Design ps2_digit_tx, sky130hd; sources not shown.
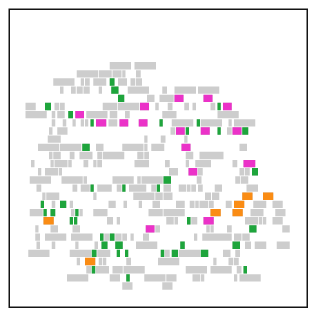
*Logic cells by family, run 1*
(3 px per um)
orange -> mux cells  # cells 7, most used mux2i_1
magenta -> non-inverting ao/oa cells  # cells 16, most used a211o_1
green -> nand cells  # cells 42, most used nand2_1
Comb/total area: 53.6%
most frequent logic cell in the layout: dfxtp_1

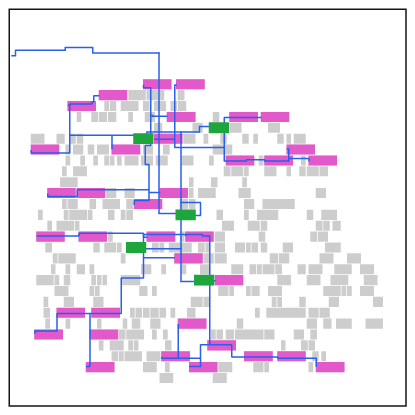
*Clock wires, drivers and flops, run 1*
(4 px per um)
blue -> clock wires  # length 593 um
magenta -> flip-flops  # count 36
green -> clock-net drivers  # count 5
routed clock nets = 6
Clk power: 189 uW
Clk network pwr share: 25.1%
Worst-Skew Late Latency: 290 ps

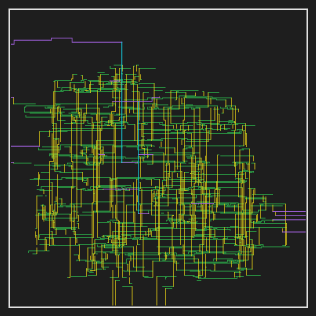
*Routed metal, one color a layer, run 1*
(3 px per um)
yellow -> M2  # wire length 2480 um
purple -> M3  # wire length 145 um
green -> M1  # wire length 2980 um
cyan -> M4  # wire length 77.5 um
drt total wl: 5.68 mm
GRT Resource Usage Total: 12.3%
routed len/inst: 14.7 um
routed vias: 1938

==> reports/results.ini, run 1 <==
[cells_and_area]
n_clock_buffer = 7
largest_cell_class = combinational gates
finalNetCount = 306
largest_reg_flops = 9
design.seq.count = 36
combGateArea_um2 = 1360
buf_share_pct = 7.16
layout-drive-gt1-share_pct = 8.80

[global_routing]
antenna_found_initial = 0
grt_pass1_vias = 1866
grt_max_degree = 11

[worst_setup_path]
reg2reg_slack_ps = 3710
critPathSlowestCell = clkdlybuf4s50_1
max_stage_delay_ps = 660
startpoint_type = input port
cp.depth = 10
reg2reg_depth = 9

[synthesis]
edf_count = 0
postSynthSeqShare_pct = 32.6
ys_ff = 36
yosys_warnings = 0
area_leaders = dfxtp_1, ha_1, nor2_1
synth-async-reset-ratio_pct = 0
yosysTopAreaCell = dfxtp_1
yosys_area_um2 = 2210
synth.avg_cell_area_um2 = 8.27
top_cells_by_count = dfxtp_1, nor2_1, nand2_1
synth_area_um2 = 2210

[timing]
min_period_ps = 3650
rsz0062_at_grt = false
period_used_pct = 59.9
relSlewSlack_pct = 59.6
worst_pin_slew_ps = 600

[die]
tap_cells = 102
die_area_um2 = 9760
rows = 32
die_w_um = 98.8

[worst_hold_path]
hp-class = reg2reg

[routing]
drc = 0
drt_iter0_drc = 86
first_pass_iters = 4

[power]
ir_drop_mv = 0.135
comb_power_share_pct = 34.9
switchingPower_uw = 268
switching_share_pct = 35.6

[cts]
path_clk_slew_ps = 70
cts_sinks = 36
cts_tree = done
cts_buffers = 5
ctsHoldBuffers = 0

[placement]
place_hpwl_mm = 4.10

[status]
status = finished, final reports clean

==> run 1: per-stage QoR <==
step	utilization (%)	total power, uW
3_3_place_gp	31.7	571
2_1_floorplan	-	497
4_1_cts	32.9	762
3_5_place_dp	31.7	572
6_report	32.9	753
5_1_grt	32.9	810
==> run 1: layer usage <==
layer  GRT usage [%]  wire length, um
met1            17.3             2980
met2            18.6             2480
met3            2.62              144
met4            3.78               77
met5               0                0
==> run 1: kinds of logic (layout without fill, tap and decap cells) <==
group | count (synthesis) | after routing | share of synthesized area, %
compound gates | 76 | 76 | 25.6
mux | 7 | 7 | 3.17
simple gates | 100 | 100 | 22.2
buf+inv | 29 | 46 | 5.89
xor+xnor | 5 | 5 | 2.61
flops | 36 | 36 | 32.6
fa+ha+maj | 14 | 14 | 7.93
==> run 1: worst reg2reg max path: stages, from the launching register on <==
cell and delay [ps]:
dfxtp_1 360, inv_1 70, ha_1 270, buf_1 380
nand2_1 170, a21oi_4 240, nand2b_1 220, buf_4 200
nor2_1 70, a211o_1 250
==> run 1: cells in the final DEF (no fill, tap or decap), drive strengths merged, types with 2 or more instances in the layout <==
cell / instances
ha: 14
o22ai: 3
nor2b: 2
a211oi: 5
nand3: 6
xnor2: 2
nor4: 3
a221oi: 2
a31o: 2
xor2: 2
inv: 13
nand2b: 6
or3: 2
buf: 8
clkdlybuf4s50: 10
nor2: 33
or4: 2
a211o: 8
a22oi: 5
clkbuf: 15
mux2i: 7
nand2: 22
o21ai: 15
a21oi: 20
nor3: 10
nand3b: 7
o211ai: 4
dfxtp: 36
==> run 1: power groups by stage <==
stage          Combinational [uW]  Clock (uW)  Sequential, uW
6_report                      263         189             301
4_1_cts                       267         194             301
5_1_grt                       298         206             306
3_5_place_dp                  265           0             306
3_3_place_gp                  265           0             306
2_1_floorplan                 197           0             301
==> inputs of run 2 (changes only) <==
--- a/config.mk
+++ b/config.mk
@@ -12,7 +12,7 @@
 export DETAILED_ROUTE_END_ITERATION = 7
 export GPL_TIMING_DRIVEN = 0
 export HOLD_SLACK_MARGIN = 0.15
-export PLACE_DENSITY = 0.45
+export PLACE_DENSITY = 0.46
 export SYNTH_ARGS = -nofsm -noshare
 export SYNTH_HDL_FRONTEND = slang
 export SYNTH_SLANG_ARGS = --single-unit
==> constraint.sdc (replaced) <==
create_clock -name clk -period 3 [get_ports clk]
set_clock_uncertainty 0.05 [all_clocks]
set_input_delay 0.6 -clock clk [delete_from_list [all_inputs] [get_ports clk]]
set_output_delay 0.6 -clock clk [all_outputs]
set_load 0.005 [all_outputs]
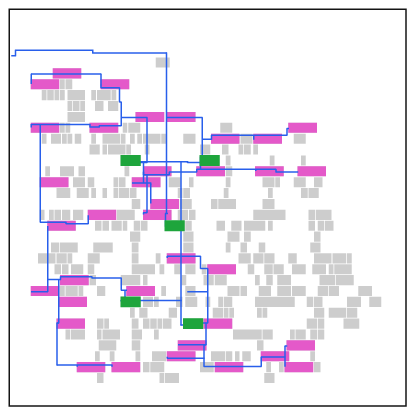
*Clock wires, drivers and flops, run 2*
(4 px per um)
Clk power: 380 uW
Clk network pwr share: 24.6%

==> reports/results.ini, run 2 <==
[status]
status = finished, final reports clean

[routing]
drt_iter0_drc = 105
wl_mm = 5.63
first_pass_iters = 4
vias = 1942
viasPerCell = 5.02
wl_per_cell_um = 14.5
drc = 0

[synthesis]
yosys_area_um2 = 2210
yosysTopAreaCell = dfxtp_1
synth_area_um2 = 2210
flop_cell = dfxtp_1
synth-simple-area-share_pct = 22.2
synth.avg_cell_area_um2 = 8.27
ys_sh_mux_pct = 3.17
synth-async-reset-ratio_pct = 0
edf_count = 0
aoi_share_pct = 25.6
postSynthCellCount = 267
postSynthSeqShare_pct = 32.6
top_logic_kind = AND-OR/OR-AND gates
xor_share_pct = 2.61
yosys_warnings = 0
area_leaders = dfxtp_1, ha_1, nor2_1
top_cell_area_share_pct = 32.6
ys_ff = 36
adder_share_pct = 7.93
top_cells_by_count = dfxtp_1, nor2_1, nand2_1

[cts]
ctsHoldBuffers = 0
clockBufferDepth = 2
path_clk_slew_ps = 70
cts_sinks = 36
cts_buffers = 5
insertion_delay_ps = 290
cts-root-buf = clkbuf_8
cts_tree = done

[timing]
setup_ws_ps = 182
relSlewSlack_pct = 62.4
period_used_pct = 93.9
rsz0062_at_grt = false
setup-violations-final = 0
min_period_ps = 2820
fmax_mhz = 355
worst_pin_slew_ps = 565

[power]
ir_drop_mv = 0.218
comb_power_share_pct = 35.6
intPower_uw = 995
switchingPower_uw = 546
switching_share_pct = 35.4

[global_routing]
grt_max_degree = 11
grt_pass1_vias = 1918
grtUsageTotal_pct = 12.2
antenna_found_initial = 0

[die]
die_area_um2 = 9760
initial_utilization_pct = 28.7
rows = 32
die_w_um = 98.8

[worst_setup_path]
critical_path_class = in2reg
max_stage_delay_ps = 530
critPathSlowestCell = clkdlybuf4s50_1
cp.depth = 10
crit_fanout = 10
startpoint_type = input port
reg2reg_depth = 9
reg2reg_slack_ps = 600

[job]
maxCapViolCount = 0

[cells_and_area]
utilization_pct = 33.0
largest_reg_flops = 9
final_common_cell = dfxtp_1
combGateArea_um2 = 1370
layout-drive-gt1-share_pct = 9.47
final_cell_mix = dfxtp_1, nor2_1, nand2_1, a21oi_1, ha_1
finalNetCount = 306

[placement]
place_hpwl_mm = 4.16

[worst_hold_path]
hp-class = reg2reg

run 2: metal layers:
metal / vias to the layer above / GRT usage [%] / part of all wire [%]
met2: 26 / 18.6 / 44
met5: - / 0 / 0
met1: 916 / 17.2 / 52
li1: 994 / - / -
met4: 0 / 4.41 / 1.4
met3: 6 / 2.19 / 3.2
run 2: worst reg2reg max path, cell delays in order (launching register included):
cell and delay (ps):
dfxtp_1 380, inv_1 60, ha_1 170, clkbuf_1 250, inv_1 150, clkbuf_1 390, a31o_2 280, o21ai_0 240
a22oi_1 260, nor2_1 50
run 2: power by group through the flow:
stage          logic, uW  clock network (uW)  registers (uW)
6_report             548                 380             613
3_5_place_dp         540                   0             624
2_1_floorplan        400                   0             611
3_3_place_gp         537                   0             622
5_1_grt              621                 421             622
4_1_cts              543                 395             613
run 2: cell type report:
type	instances	share of cell area [%]
timing repair buffer	10	3.89
inverter	13	1.92
tap	102	5.02
sequential	36	28.4
multi-input combinational	202	53.7
buffer	16	3.20
clock buffer	8	3.84
run 2: logic make-up (layout without fill, tap and decap cells):
group,after synthesis,after routing
buf+inv,29,47
mux,7,7
flops,36,36
compound gates,76,76
xor+xnor,5,5
simple gates,100,100
fa+ha+maj,14,14
run 2: timing repair:
| action | CTS | global route |
|---|---|---|
| endpoints found under the setup margin | 10 | 4 |
| gates resized | 2 | 1 |
| buffers inserted | 0 | 0 |
run 2: stage by stage:
| stage | total power (uW) | cell area [um^2] |
|---|---|---|
| 2_1_floorplan | 1010 | 2210 |
| 3_3_place_gp | 1160 | 2440 |
| 3_5_place_dp | 1160 | 2440 |
| 4_1_cts | 1550 | 2530 |
| 5_1_grt | 1660 | 2540 |
| 6_report | 1540 | 2540 |
Power is estimated from default activity; no workload was simulated.
